## config.mk

```make
export PLATFORM = sky130hd
export DESIGN_NAME = cnn_host_link
export DESIGN_NICKNAME = d
export VERILOG_FILES = /design/src/rtl/cnn_host_link.sv
export SDC_FILE = /design/constraint.sdc
export NUM_CORES = 1
export LEC_CHECK = 0
export CELL_PAD_IN_SITES_DETAIL_PLACEMENT = 1
export CELL_PAD_IN_SITES_GLOBAL_PLACEMENT = 1
export CORE_MARGIN = 3
export CORE_UTILIZATION = 40
export CTS_CLUSTER_DIAMETER = 50
export DETAILED_ROUTE_END_ITERATION = 7
export PLACE_DENSITY = 0.89
export SYNTH_ARGS = -nofsm -noshare
export SYNTH_HDL_FRONTEND = slang
export SYNTH_SLANG_ARGS = --single-unit
export TNS_END_PERCENT = 30
```

## constraint.sdc

```tcl
create_clock -name clk -period 2.36 [get_ports clk]
set_clock_uncertainty 0.1 [all_clocks]
set_input_delay 0.236 -clock clk [delete_from_list [all_inputs] [get_ports clk]]
set_output_delay 0.236 -clock clk [all_outputs]
set_load 0.005 [all_outputs]
```

## src/rtl/cnn_host_link.sv

```systemverilog
// Framed UART host protocol: sync/header/payload/checksum receiver feeding the ifmap buffer,
// plus a queued result/error reply transmitter. Define CNN_HOST_LOGIT_EN to append the logit to result replies.
module cnn_host_link #(
  parameter int         IMG_SIZE       = 28,
  parameter int         IN_CHANNELS    = 1,
  parameter int         DATA_WIDTH     = 16,
  parameter int         FRAC_BITS      = 7,
  parameter int         PIXEL_BYTES    = 1,
  parameter int         NUM_CLASSES    = 10,
  parameter int         TIMEOUT_CYCLES = 1_000_000,
  parameter logic [7:0] SYNC_BYTE      = 8'hA5,
  localparam int        IDXW           = $clog2(NUM_CLASSES),
  localparam int        ADDRW          = $clog2(IN_CHANNELS*IMG_SIZE*IMG_SIZE),
  localparam int        CHW            = $clog2(IN_CHANNELS+1)
) (
  input  logic                  clk,
  input  logic                  reset_n,
  input  logic                  rx_dv,
  input  logic [7:0]            rx_byte,
  output logic                  tx_dv,
  output logic [7:0]            tx_byte,
  input  logic                  tx_busy,
  output logic                  wr_en,
  output logic [ADDRW-1:0]      wr_addr,
  output logic [DATA_WIDTH-1:0] wr_data,
  output logic                  frame_loaded,
  output logic [CHW-1:0]        frame_channels,
  output logic                  frame_error,
  input  logic                  result_valid,
  input  logic [IDXW-1:0]       result_idx,
  input  logic [DATA_WIDTH-1:0] result_logit,
  output logic                  link_busy
);

  localparam int         PIX_PER_CH = IMG_SIZE*IMG_SIZE;
  localparam int         CNTW       = $clog2(IN_CHANNELS*PIX_PER_CH+1);
  localparam int         TMOW       = $clog2(TIMEOUT_CYCLES+1);
  localparam logic [7:0] MAX_CH     = 8'(IN_CHANNELS);
  localparam logic [TMOW-1:0] TMO_LAST = TMOW'(TIMEOUT_CYCLES-1);
`ifdef CNN_HOST_LOGIT_EN
  localparam logic [2:0] RES_LAST   = 3'd3;
`else
  localparam logic [2:0] RES_LAST   = 3'd1;
`endif
  localparam logic [2:0] ERR_LAST   = 3'd1;

  typedef enum logic [1:0] {R_IDLE, R_HDR, R_PAYLOAD, R_CSUM} rx_state_t;
  typedef enum logic [1:0] {T_IDLE, T_SEND, T_WAIT} tx_state_t;

  rx_state_t             r_rxState, w_rxNext;
  logic [CHW-1:0]        r_chans, w_chansNext;
  logic [7:0]            r_csum, w_csumNext;
  logic [CNTW-1:0]       r_pixCnt, w_pixCntNext;
  logic                  r_phase, w_phaseNext;
  logic [7:0]            r_msb, w_msbNext;
  logic [TMOW-1:0]       r_tmo, w_tmoNext;
  logic                  r_wrEn, w_wrEnNext;
  logic [ADDRW-1:0]      r_wrAddr, w_wrAddrNext;
  logic [DATA_WIDTH-1:0] r_wrData, w_wrDataNext;
  logic                  r_frameLoaded, w_loadedNext;
  logic [CHW-1:0]        r_frameChannels, w_chanOutNext;
  logic                  r_frameError, w_errorNext;
  logic                  r_linkBusy;

  logic                  w_rxAccept;
  logic [CNTW-1:0]       w_total;
  logic [CNTW-1:0]       w_pixInc;
  logic [DATA_WIDTH-1:0] w_pix8;
  logic signed [15:0]    w_raw16;
  logic [DATA_WIDTH-1:0] w_pix16;

  // Bytes are ignored entirely while a result is outstanding for the last good frame.
  assign w_rxAccept = rx_dv & ~r_linkBusy;
  assign w_total    = CNTW'(r_chans) * CNTW'(PIX_PER_CH);
  assign w_pixInc   = r_pixCnt + 1'b1;
  assign w_pix8     = DATA_WIDTH'(rx_byte) << FRAC_BITS;
  assign w_raw16    = {r_msb, rx_byte};
  assign w_pix16    = DATA_WIDTH'(w_raw16);

  always_comb begin
    w_rxNext      = r_rxState;
    w_chansNext   = r_chans;
    w_csumNext    = r_csum;
    w_pixCntNext  = r_pixCnt;
    w_phaseNext   = r_phase;
    w_msbNext     = r_msb;
    w_tmoNext     = '0;
    w_wrEnNext    = 1'b0;
    w_wrAddrNext  = r_wrAddr;
    w_wrDataNext  = r_wrData;
    w_loadedNext  = 1'b0;
    w_chanOutNext = r_frameChannels;
    w_errorNext   = 1'b0;
    if (r_rxState != R_IDLE && !w_rxAccept) begin
      if (r_tmo == TMO_LAST) begin
        w_errorNext = 1'b1;
        w_rxNext    = R_IDLE;
      end else begin
        w_tmoNext = r_tmo + 1'b1;
      end
    end
    if (w_rxAccept) begin
      case (r_rxState)
        R_IDLE: begin
          if (rx_byte == SYNC_BYTE) w_rxNext = R_HDR;
        end
        R_HDR: begin
          if (rx_byte != 8'h00 && rx_byte <= MAX_CH) begin
            w_chansNext  = CHW'(rx_byte);
            w_csumNext   = 8'h00;
            w_pixCntNext = '0;
            w_phaseNext  = 1'b0;
            w_rxNext     = R_PAYLOAD;
          end else begin
            w_errorNext = 1'b1;
            w_rxNext    = R_IDLE;
          end
        end
        R_PAYLOAD: begin
          w_csumNext = r_csum ^ rx_byte;
          if (PIXEL_BYTES == 2 && !r_phase) begin
            w_phaseNext = 1'b1;
            w_msbNext   = rx_byte;
          end else begin
            w_phaseNext  = 1'b0;
            w_wrEnNext   = 1'b1;
            w_wrAddrNext = r_pixCnt[ADDRW-1:0];
            w_wrDataNext = (PIXEL_BYTES == 2) ? w_pix16 : w_pix8;
            w_pixCntNext = w_pixInc;
            if (w_pixInc == w_total) w_rxNext = R_CSUM;
          end
        end
        R_CSUM: begin
          if (rx_byte == r_csum) begin
            w_loadedNext  = 1'b1;
            w_chanOutNext = r_chans;
          end else begin
            w_errorNext = 1'b1;
          end
          w_rxNext = R_IDLE;
        end
        default: w_rxNext = R_IDLE;
      endcase
    end
  end

  always_ff @(posedge clk or negedge reset_n) begin
    if (!reset_n) begin
      r_rxState       <= R_IDLE;
      r_chans         <= '0;
      r_csum          <= '0;
      r_pixCnt        <= '0;
      r_phase         <= 1'b0;
      r_msb           <= '0;
      r_tmo           <= '0;
      r_wrEn          <= 1'b0;
      r_wrAddr        <= '0;
      r_wrData        <= '0;
      r_frameLoaded   <= 1'b0;
      r_frameChannels <= '0;
      r_frameError    <= 1'b0;
    end else begin
      r_rxState       <= w_rxNext;
      r_chans         <= w_chansNext;
      r_csum          <= w_csumNext;
      r_pixCnt        <= w_pixCntNext;
      r_phase         <= w_phaseNext;
      r_msb           <= w_msbNext;
      r_tmo           <= w_tmoNext;
      r_wrEn          <= w_wrEnNext;
      r_wrAddr        <= w_wrAddrNext;
      r_wrData        <= w_wrDataNext;
      r_frameLoaded   <= w_loadedNext;
      r_frameChannels <= w_chanOutNext;
      r_frameError    <= w_errorNext;
    end
  end

  tx_state_t      r_txState, w_txNext;
  logic [7:0]     r_txByte, w_txByteNext;
  logic           r_resPend, r_errPend;
  logic [IDXW-1:0] r_resIdx;
  logic           r_curIsRes, w_curIsResNext;
  logic [2:0]     r_byteIdx, w_byteIdxNext;
  logic [2:0]     w_idxInc;
  logic           r_waitSkip, w_waitSkipNext;
  logic           w_startRes, w_startErr, w_resDone;
  logic [7:0]     w_digit;
  logic [7:0]     w_nextByte;

  assign w_digit  = 8'h30 + 8'(r_resIdx);
  assign w_idxInc = r_byteIdx + 1'b1;

`ifdef CNN_HOST_LOGIT_EN
  logic [15:0] r_resLogit;
  logic [15:0] r_txLogit;

  always_ff @(posedge clk or negedge reset_n) begin
    if (!reset_n) begin
      r_resLogit <= '0;
      r_txLogit  <= '0;
    end else begin
      if (result_valid) r_resLogit <= 16'($signed(result_logit));
      if (w_startRes)   r_txLogit  <= r_resLogit;
    end
  end

  always_comb begin
    w_nextByte = 8'h0A;
    if (r_curIsRes) begin
      case (w_idxInc)
        3'd1:    w_nextByte = r_txLogit[15:8];
        3'd2:    w_nextByte = r_txLogit[7:0];
        default: w_nextByte = 8'h0A;
      endcase
    end
  end
`else
  logic w_unusedLogit;
  assign w_unusedLogit = ^result_logit;
  assign w_nextByte    = 8'h0A;
`endif

  // Result replies win over error replies when both are pending.
  always_comb begin
    w_txNext       = r_txState;
    w_txByteNext   = r_txByte;
    w_curIsResNext = r_curIsRes;
    w_byteIdxNext  = r_byteIdx;
    w_waitSkipNext = r_waitSkip;
    w_startRes     = 1'b0;
    w_startErr     = 1'b0;
    w_resDone      = 1'b0;
    case (r_txState)
      T_IDLE: begin
        if (!tx_busy && (r_resPend || r_errPend)) begin
          w_txNext      = T_SEND;
          w_byteIdxNext = 3'd0;
          if (r_resPend) begin
            w_startRes     = 1'b1;
            w_curIsResNext = 1'b1;
            w_txByteNext   = w_digit;
          end else begin
            w_startErr     = 1'b1;
            w_curIsResNext = 1'b0;
            w_txByteNext   = 8'h45;
          end
        end
      end
      T_SEND: begin
        w_txNext       = T_WAIT;
        w_waitSkipNext = 1'b1;
      end
      T_WAIT: begin
        if (r_waitSkip) begin
          w_waitSkipNext = 1'b0;
        end else if (!tx_busy) begin
          if (r_byteIdx == (r_curIsRes ? RES_LAST : ERR_LAST)) begin
            w_txNext  = T_IDLE;
            w_resDone = r_curIsRes;
          end else begin
            w_txNext      = T_SEND;
            w_byteIdxNext = w_idxInc;
            w_txByteNext  = w_nextByte;
          end
        end
      end
      default: w_txNext = T_IDLE;
    endcase
  end

  always_ff @(posedge clk or negedge reset_n) begin
    if (!reset_n) begin
      r_txState  <= T_IDLE;
      r_txByte   <= '0;
      r_curIsRes <= 1'b0;
      r_byteIdx  <= '0;
      r_waitSkip <= 1'b0;
      r_resPend  <= 1'b0;
      r_errPend  <= 1'b0;
      r_resIdx   <= '0;
    end else begin
      r_txState  <= w_txNext;
      r_txByte   <= w_txByteNext;
      r_curIsRes <= w_curIsResNext;
      r_byteIdx  <= w_byteIdxNext;
      r_waitSkip <= w_waitSkipNext;
      if (result_valid) begin
        r_resPend <= 1'b1;
        r_resIdx  <= result_idx;
      end else if (w_startRes) begin
        r_resPend <= 1'b0;
      end
      if (r_frameError)    r_errPend <= 1'b1;
      else if (w_startErr) r_errPend <= 1'b0;
    end
  end

  // No timeout on the busy lock: only a reset recovers a frame whose result never arrives.
  always_ff @(posedge clk or negedge reset_n) begin
    if (!reset_n)          r_linkBusy <= 1'b0;
    else if (w_loadedNext) r_linkBusy <= 1'b1;
    else if (w_resDone)    r_linkBusy <= 1'b0;
  end

  assign tx_dv          = (r_txState == T_SEND);
  assign tx_byte        = r_txByte;
  assign wr_en          = r_wrEn;
  assign wr_addr        = r_wrAddr;
  assign wr_data        = r_wrData;
  assign frame_loaded   = r_frameLoaded;
  assign frame_channels = r_frameChannels;
  assign frame_error    = r_frameError;
  assign link_busy      = r_linkBusy;

endmodule
```

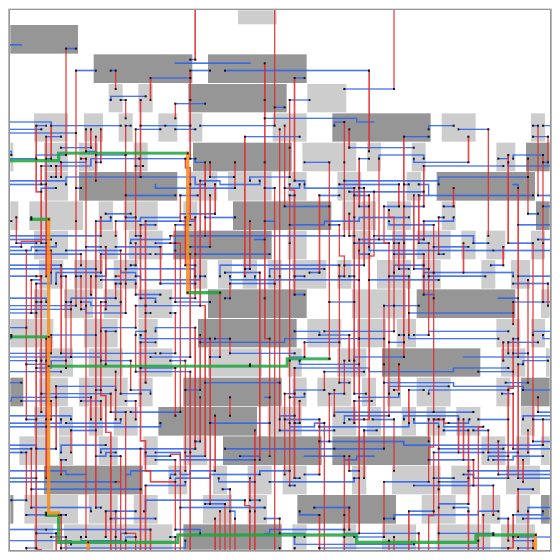
(zoomed window)
Window x 30 to 80, y 52 to 102 um. Cells in grey, sequential cells in the stronger grey; small squares are vias.
[orange] met4
[red] met2
[green] met3
[blue] met1
sequential cells in the window: 21
netlist names of flops here include: r_tmo (11), r_pixCnt (4), r_rxState (2)
most frequent: nor2_1 (21), dfrtp_1 (21), nand2_1 (17)
cells with their middle in the window: 146

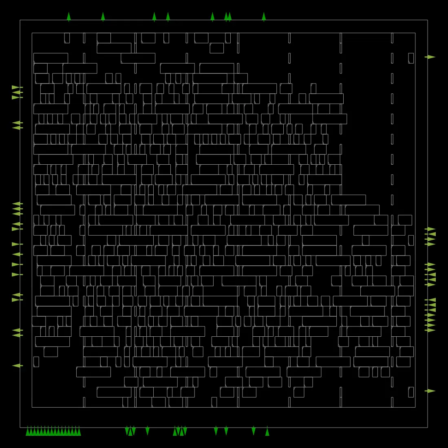
(placement view)
count of placed standard cells in the final layout, fillers left out: 657
fill count: 1,260
tap cells: 136
share of the core filled with cells: 49.0%

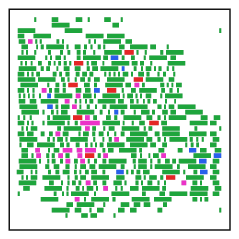
(sizing map)
Drawn at 2 px/um.
[red] drive 6 and up | cells: 9 | share: 1.7%
[magenta] drive 3 to 4 | cells: 26 | share: 5.0%
[green] drive 1 or less | cells: 475 | share: 91%
[blue] drive 2 | cells: 11 | share: 2.1%

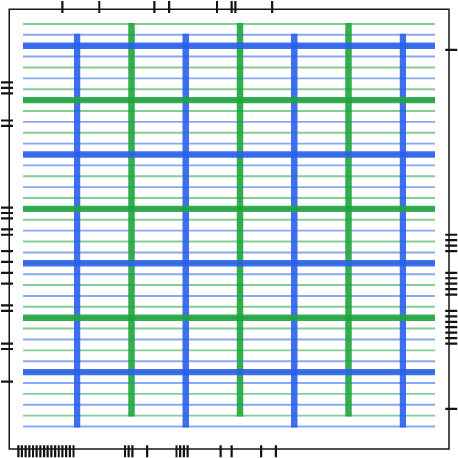
(floorplan with the power grid)
Drawn at 4 px/um. Pins as bars on the die edge.
[blue] VSS
[green] VDD
met5 straps: 7
rows: 37
signal pins: 73
met1 rails: 38

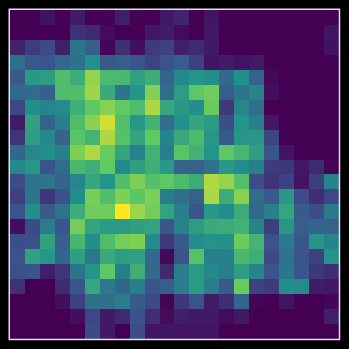
(signal metal coverage by tile)
Drawn at 3 px/um. 22 x 22 tiles, from dark purple (low) to yellow (high), scaled to the fullest tile. Values are wire area over tile area, all layers added.
tiles over half the peak: 28%
mean over tiles: 0.14
emptiest ninth of the die: upper right
densest ninth of the die: centre
fullest tile: 0.42
nearly empty tiles: 21%

==> Changelog: implementation <==
## Implementation

* Total global routing track utilization at 18.7%
* Worst Hold Class: reg2reg
* Number of nets in the layout at 559
* Fraction of standard cell area that is sequential at 40.9%
* Startpoint of the most critical register-to-register path: r_txState[0]
* Worst rel slew slack at 43.5%
* Logic pwr share at 22.8%
* Total core area at 10,400 sq um
* Number of DRC violations after detailed-routing iteration 0 at 116
* DP Cell Count at 641
* Top achievable clock speed at 0.463 GHz
* Worst R2R Path Depth at 7
* Most used logic cell in the final layout: nand2_1
* Largest Register: r_tmo
* Routed WL per cell at 16.1 um
* Number of buffers inserted to repair setup after CTS at 0
* Biggest area consumer among cell classes: sequential cells
* Dominant combinational cell family by area after synthesis: simple AND/OR/NAND/NOR gates
* Highest routing layer actually used: met4
* Max capacitance violation total at 0
* Combinational gate power at 749 uW
* Startpoint type of the worst setup path: flop
* Multi-input combinational cell count at 343
* Length of routed wiring on met1 at 4.72 mm
* Cell breakdown of the critical path: inv_1 > ha_1 > and3b_1 > a2111o_1 > nand3b_1 > o21ai_0 > a22o_1
* Sequential cell count at 83
* Comb area at 2010 sq um
* Die ar. at 12,000 sq um
* Hold buffers post-CTS at 1
* Maximum ir drop on the vdd rail at 0.397 mV
* Fin crit share at 91.5%
* Clock network power at 907 uW
* Syn avg cell area at 9.25 sq um
* Total power draw at 3290 uW
* Status: finished clean
* Switching power share of the total at 30.3%
* Fraction of area in non-clock buffers at 12.2%
No activity file was given, so power comes from the tool's default toggle rates.
